==> src/rtl/mem_port_arbiter.sv <==
// Shares one single-port memory between instruction fetch and data access.
// Data side wins by default; a starvation counter forces fetch through, and a watchdog aborts hung accesses.
module mem_port_arbiter #(
  parameter int ADDR_WIDTH     = 32,
  parameter int DATA_WIDTH     = 32,
  parameter int STARVE_LIMIT   = 4,
  parameter int TIMEOUT_CYCLES = 255
) (
  input  logic                    clk,
  input  logic                    reset,
  input  logic                    if_req,
  input  logic [ADDR_WIDTH-1:0]   if_addr,
  output logic                    if_ack,
  output logic [DATA_WIDTH-1:0]   if_rdata,
  output logic                    if_stall,
  input  logic                    d_req,
  input  logic                    d_we,
  input  logic [ADDR_WIDTH-1:0]   d_addr,
  input  logic [DATA_WIDTH-1:0]   d_wdata,
  input  logic [DATA_WIDTH/8-1:0] d_be,
  output logic                    d_ack,
  output logic [DATA_WIDTH-1:0]   d_rdata,
  output logic                    d_stall,
  output logic                    mem_req,
  output logic                    mem_we,
  output logic [ADDR_WIDTH-1:0]   mem_addr,
  output logic [DATA_WIDTH-1:0]   mem_wdata,
  output logic [DATA_WIDTH/8-1:0] mem_be,
  input  logic                    mem_ready,
  input  logic [DATA_WIDTH-1:0]   mem_rdata,
  output logic                    bus_err
);

  localparam int SC_WIDTH = $clog2(STARVE_LIMIT + 1);

  typedef enum logic [1:0] {IDLE, FETCH, DATA} state_t;

  state_t              state, state_nxt;
  logic [SC_WIDTH-1:0] starve_cnt;
  logic [15:0]         wait_cnt;
  logic                busy, grant_d, grant_f, done_ok, timeout, finish;

  // NOTE: every always_comb output gets a default first so no path can infer a latch.
  always_comb begin
    busy    = (state == FETCH) || (state == DATA);
    grant_d = (state == IDLE) && d_req &&
              (!if_req || (starve_cnt < SC_WIDTH'(STARVE_LIMIT)));
    grant_f = (state == IDLE) && !grant_d && if_req;
    done_ok = busy && mem_ready;
    // A response landing on the timeout edge is a normal completion, not an abort.
    timeout = busy && !mem_ready && (wait_cnt == 16'(TIMEOUT_CYCLES));
    finish  = done_ok || timeout;
  end

  always_comb begin
    state_nxt = state;
    case (state)
      IDLE:        if (grant_d) state_nxt = DATA;
                   else if (grant_f) state_nxt = FETCH;
      FETCH, DATA: if (finish) state_nxt = IDLE;
      default:     state_nxt = IDLE;
    endcase
  end

  // NOTE: sequential state uses non-blocking assignments so every flop samples pre-edge values.
  always_ff @(posedge clk or posedge reset) begin
    if (reset) state <= IDLE;
    else       state <= state_nxt;
  end

  always_ff @(posedge clk or posedge reset) begin
    if (reset) begin
      mem_req    <= 1'b0;
      mem_we     <= 1'b0;
      mem_addr   <= '0;
      mem_wdata  <= '0;
      mem_be     <= '0;
      if_ack     <= 1'b0;
      d_ack      <= 1'b0;
      if_rdata   <= '0;
      d_rdata    <= '0;
      bus_err    <= 1'b0;
      starve_cnt <= '0;
      wait_cnt   <= '0;
    end else begin
      if_ack <= finish && (state == FETCH);
      d_ack  <= finish && (state == DATA);

      if (grant_d) begin
        mem_req   <= 1'b1;
        mem_we    <= d_we;
        mem_addr  <= d_addr;
        mem_wdata <= d_wdata;
        mem_be    <= d_be;
        wait_cnt  <= '0;
        if (!if_req)
          starve_cnt <= '0;
        else if (starve_cnt < SC_WIDTH'(STARVE_LIMIT))
          starve_cnt <= starve_cnt + 1'b1;
      end else if (grant_f) begin
        mem_req    <= 1'b1;
        mem_we     <= 1'b0;
        mem_addr   <= if_addr;
        mem_be     <= '1;
        wait_cnt   <= '0;
        starve_cnt <= '0;
      end else if (finish) begin
        mem_req <= 1'b0;
      end

      if (busy && !mem_ready)
        wait_cnt <= wait_cnt + 16'd1;

      // Aborted reads return zero so a stale word is never mistaken for real data.
      if (finish && (state == FETCH))
        if_rdata <= done_ok ? mem_rdata : '0;
      if (finish && (state == DATA) && !mem_we)
        d_rdata <= done_ok ? mem_rdata : '0;

      if (timeout)
        bus_err <= 1'b1;
    end
  end

  assign if_stall = if_req && !if_ack;
  assign d_stall  = d_req && !d_ack;

endmodule
==> config.mk <==
export PLATFORM = sky130hd
export DESIGN_NAME = mem_port_arbiter
export DESIGN_NICKNAME = d
export VERILOG_FILES = /design/src/rtl/mem_port_arbiter.sv
export SDC_FILE = /design/constraint.sdc
export NUM_CORES = 1
export LEC_CHECK = 0
export CORE_UTILIZATION = 30
export CTS_CLUSTER_DIAMETER = 100
export DETAILED_ROUTE_END_ITERATION = 7
export PLACE_DENSITY = 0.58
export SLEW_MARGIN = 10
export SYNTH_ARGS = -nofsm -noshare
export SYNTH_HDL_FRONTEND = slang
export SYNTH_SLANG_ARGS = --single-unit
==> constraint.sdc <==
create_clock -name clk -period 8.83 [get_ports clk]
set_input_delay 2.649 -clock clk [delete_from_list [all_inputs] [get_ports clk]]
set_output_delay 2.649 -clock clk [all_outputs]
set_load 0.005 [all_outputs]
==> images/final_placement.png <==
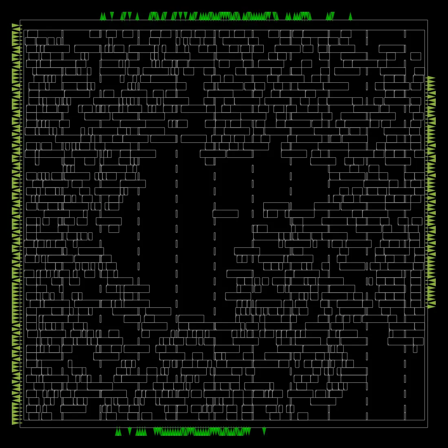
fillers: 1927
standard cell core area: 20600 µm²
std cell rows: 52
Finished Core Util: 48.4%

==> images/cell_classes.png <==
Fill, decap, tap and diode cells in grey.
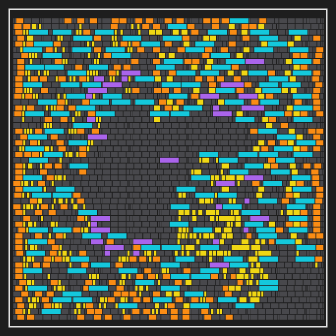
clock drivers and dummy loads: marked purple, cells 32, share of their area 6.4%. all other logic: marked yellow, cells 399, share of their area 23%. other buffers and delay cells: marked orange, cells 282, share of their area 29%. flip-flops: marked cyan, cells 158, share of their area 41%.
final standard cell area without fillers: 9940 µm²
fraction of area in registers: 39.8%

-- how the worst max path moves through the flow --
| stage | startpoint | end | slack (ns) | cells after the start |
|---|---|---|---|---|
| 6_report | d_req | d_stall | 2.18 | 4 |
| 5_1_grt | if_req | if_stall | 2.11 | 4 |
| 4_1_cts | if_req | if_stall | 2.16 | 4 |
| 3_5_place_dp | if_req | if_stall | 2.16 | 4 |
| 3_3_place_gp | if_req | if_stall | 2.16 | 4 |
| 2_1_floorplan | reset | bus_err$_DFFE_PP0P_ | 1.92 | 1 |
-- metal layers --
layer / global-route usage, % / share of wire, % / vias up
li1: - / - / 2603
met1: 22.9 / 44 / 2539
met2: 25.8 / 45 / 195
met3: 7.41 / 9.6 / 17
met4: 6.03 / 1.6 / 0
met5: 0 / 0 / -
==> run notes <==
Implementation summary

The flow ran to the end, and the final reports show no timing, DRC or antenna violations. The storage element area is 3950 µm². The heaviest power group is combinational cells. The final layout contains routed wiring with a total length of 18400 µm. The worst flop-to-flop path endpoint is wait_cnt[7]$_DFFE_PP0P_. The analysis attributes to cell leakage a power of 0.00443 µW. Counting instances in the post-synthesis netlist gives the leading cell types as 179 x sky130_fd_sc_hd__nand2_1, 158 x sky130_fd_sc_hd__dfrtp_1, 66 x sky130_fd_sc_hd__a22o_1. The largest cell class by area is flip-flops and latches. In this run the biggest area consumer among cell types represents 62.0% of the synthesized area.

The count of cells in the finished layout, fillers not included, comes to 1141. The most numerous cell type found on the critical path is sky130_fd_sc_hd__clkdlybuf4s50_1. According to the report, the first pass of detailed routing completed in 4 iterations. The number of maximum-capacitance violations recorded for the run is 0.

The nature of the critical path startpoint is an input pin. Looking at the clock tree report, the root buffer type is sky130_fd_sc_hd__clkbuf_16. The initial antenna violation count is 0. After detailed placement, the design holds a cell count of 1109. The chip area in the Yosys report is 6380 µm². The post-detailed-placement half-perimeter wirelength is 12300 µm.

The flop-to-flop setup slack is 6.49 ns. Per the timing report, the achievable frequency comes out to 150 MHz. Registers are responsible for 36.4% of the overall power. The count of cells resized by post-cts repair is 0. The final worst-path setup slack is 2.18 ns. Buffers inserted to repair hold after CTS numbered 0.

Among all cell types in the netlist, the one instantiated most often is sky130_fd_sc_hd__nand2_1. By instance count after routing, the leading logic cell types are 276 x sky130_fd_sc_hd__clkdlybuf4s50_1, 179 x sky130_fd_sc_hd__nand2_1, 158 x sky130_fd_sc_hd__dfrtp_1, 66 x sky130_fd_sc_hd__a22o_1, 37 x sky130_fd_sc_hd__nor2_1. The layout inverter count without the clock tree is 6. The first global-routing pass estimated 29700 µm of wire.

Warnings reported by Yosys during synthesis add up to 0. The clock-pin slew on the worst setup and hold paths is 0.06 ns. Between the synthesized netlist and the finished layout, the area growth was recorded as 55.9%. The clock distribution power is 761 µW. Multi-input combinational cells in the finished layout were counted as 393.

The maximum buffer depth of the clock tree is 2. The starting density of the core is 31.0%. The maximum level of the CTS H-tree is 4. For this sky-water flow run, the detailed-routed wirelength per cell is reported as 16.1 µm.

The layout report gives the multi-input gate share of total cell area as 22.2%. In this run switching power makes up 31.8% of total power. The worst-case hold path end point is mem_wdata[30]$_DFFE_PP0P_. Entering global routing, the biggest net connects 95 pins.

The detailed router placed 5354 vias in this run. The total net switching power is 1040 µW. Setup repair after global routing left no endpoint under its margin.

The width of the die is 148 µm. Per report_power, the Sequential row totals 1190 µW. The largest single stage delay on the critical path is 0.59 ns.

The post-route netlist has 5.51% of its cells at a drive strength greater than 1. The aggregate global-route resource usage is 17.5%. After global routing the overflow that remains totals 0.

The final-layout setup total negative slack is 0 ns. The mean number of vias per cell is 4.69. Each instance of the synthesized netlist takes up on average 10.7 µm².

The clock network takes up 6.14% of total cell area after layout. The synthesis stat section lists a flop and latch total of 158. The smallest hold slack is 0.473 ns. The internal portion of total power is 2220 µW. The final weighted congestion in routability-driven placement is 0.763. For reference, the critical path cell chain is clkdlybuf4s50_1, inv_1, nor2_1, clkdlybuf4s50_1. The critical path's slowest stage uses the library cell sky130_fd_sc_hd__clkdlybuf4s50_1.

The dominant delay contributor by cell family on the critical path is buffers and inverters. The number of sequential cells in the layout is 158. The number of global-route vias before repair is 5342. After Yosys synthesis, full adders, half adders and majority gates account for 0.981% of the synthesized area.

The number of enable-type register cells in the synthesized netlist is 0. The DRC violation total left in the routed layout is recorded as 0. Sequential elements use 62.0% of the synthesized area. The simple-gate share of the synthesized area is 16.8%.

The placed instance area is 9330 µm². The net count after synthesis is 739. The most used flip-flop cell after synthesis is sky130_fd_sc_hd__dfrtp_1.
No activity file was given, so power comes from the tool's default toggle rates.
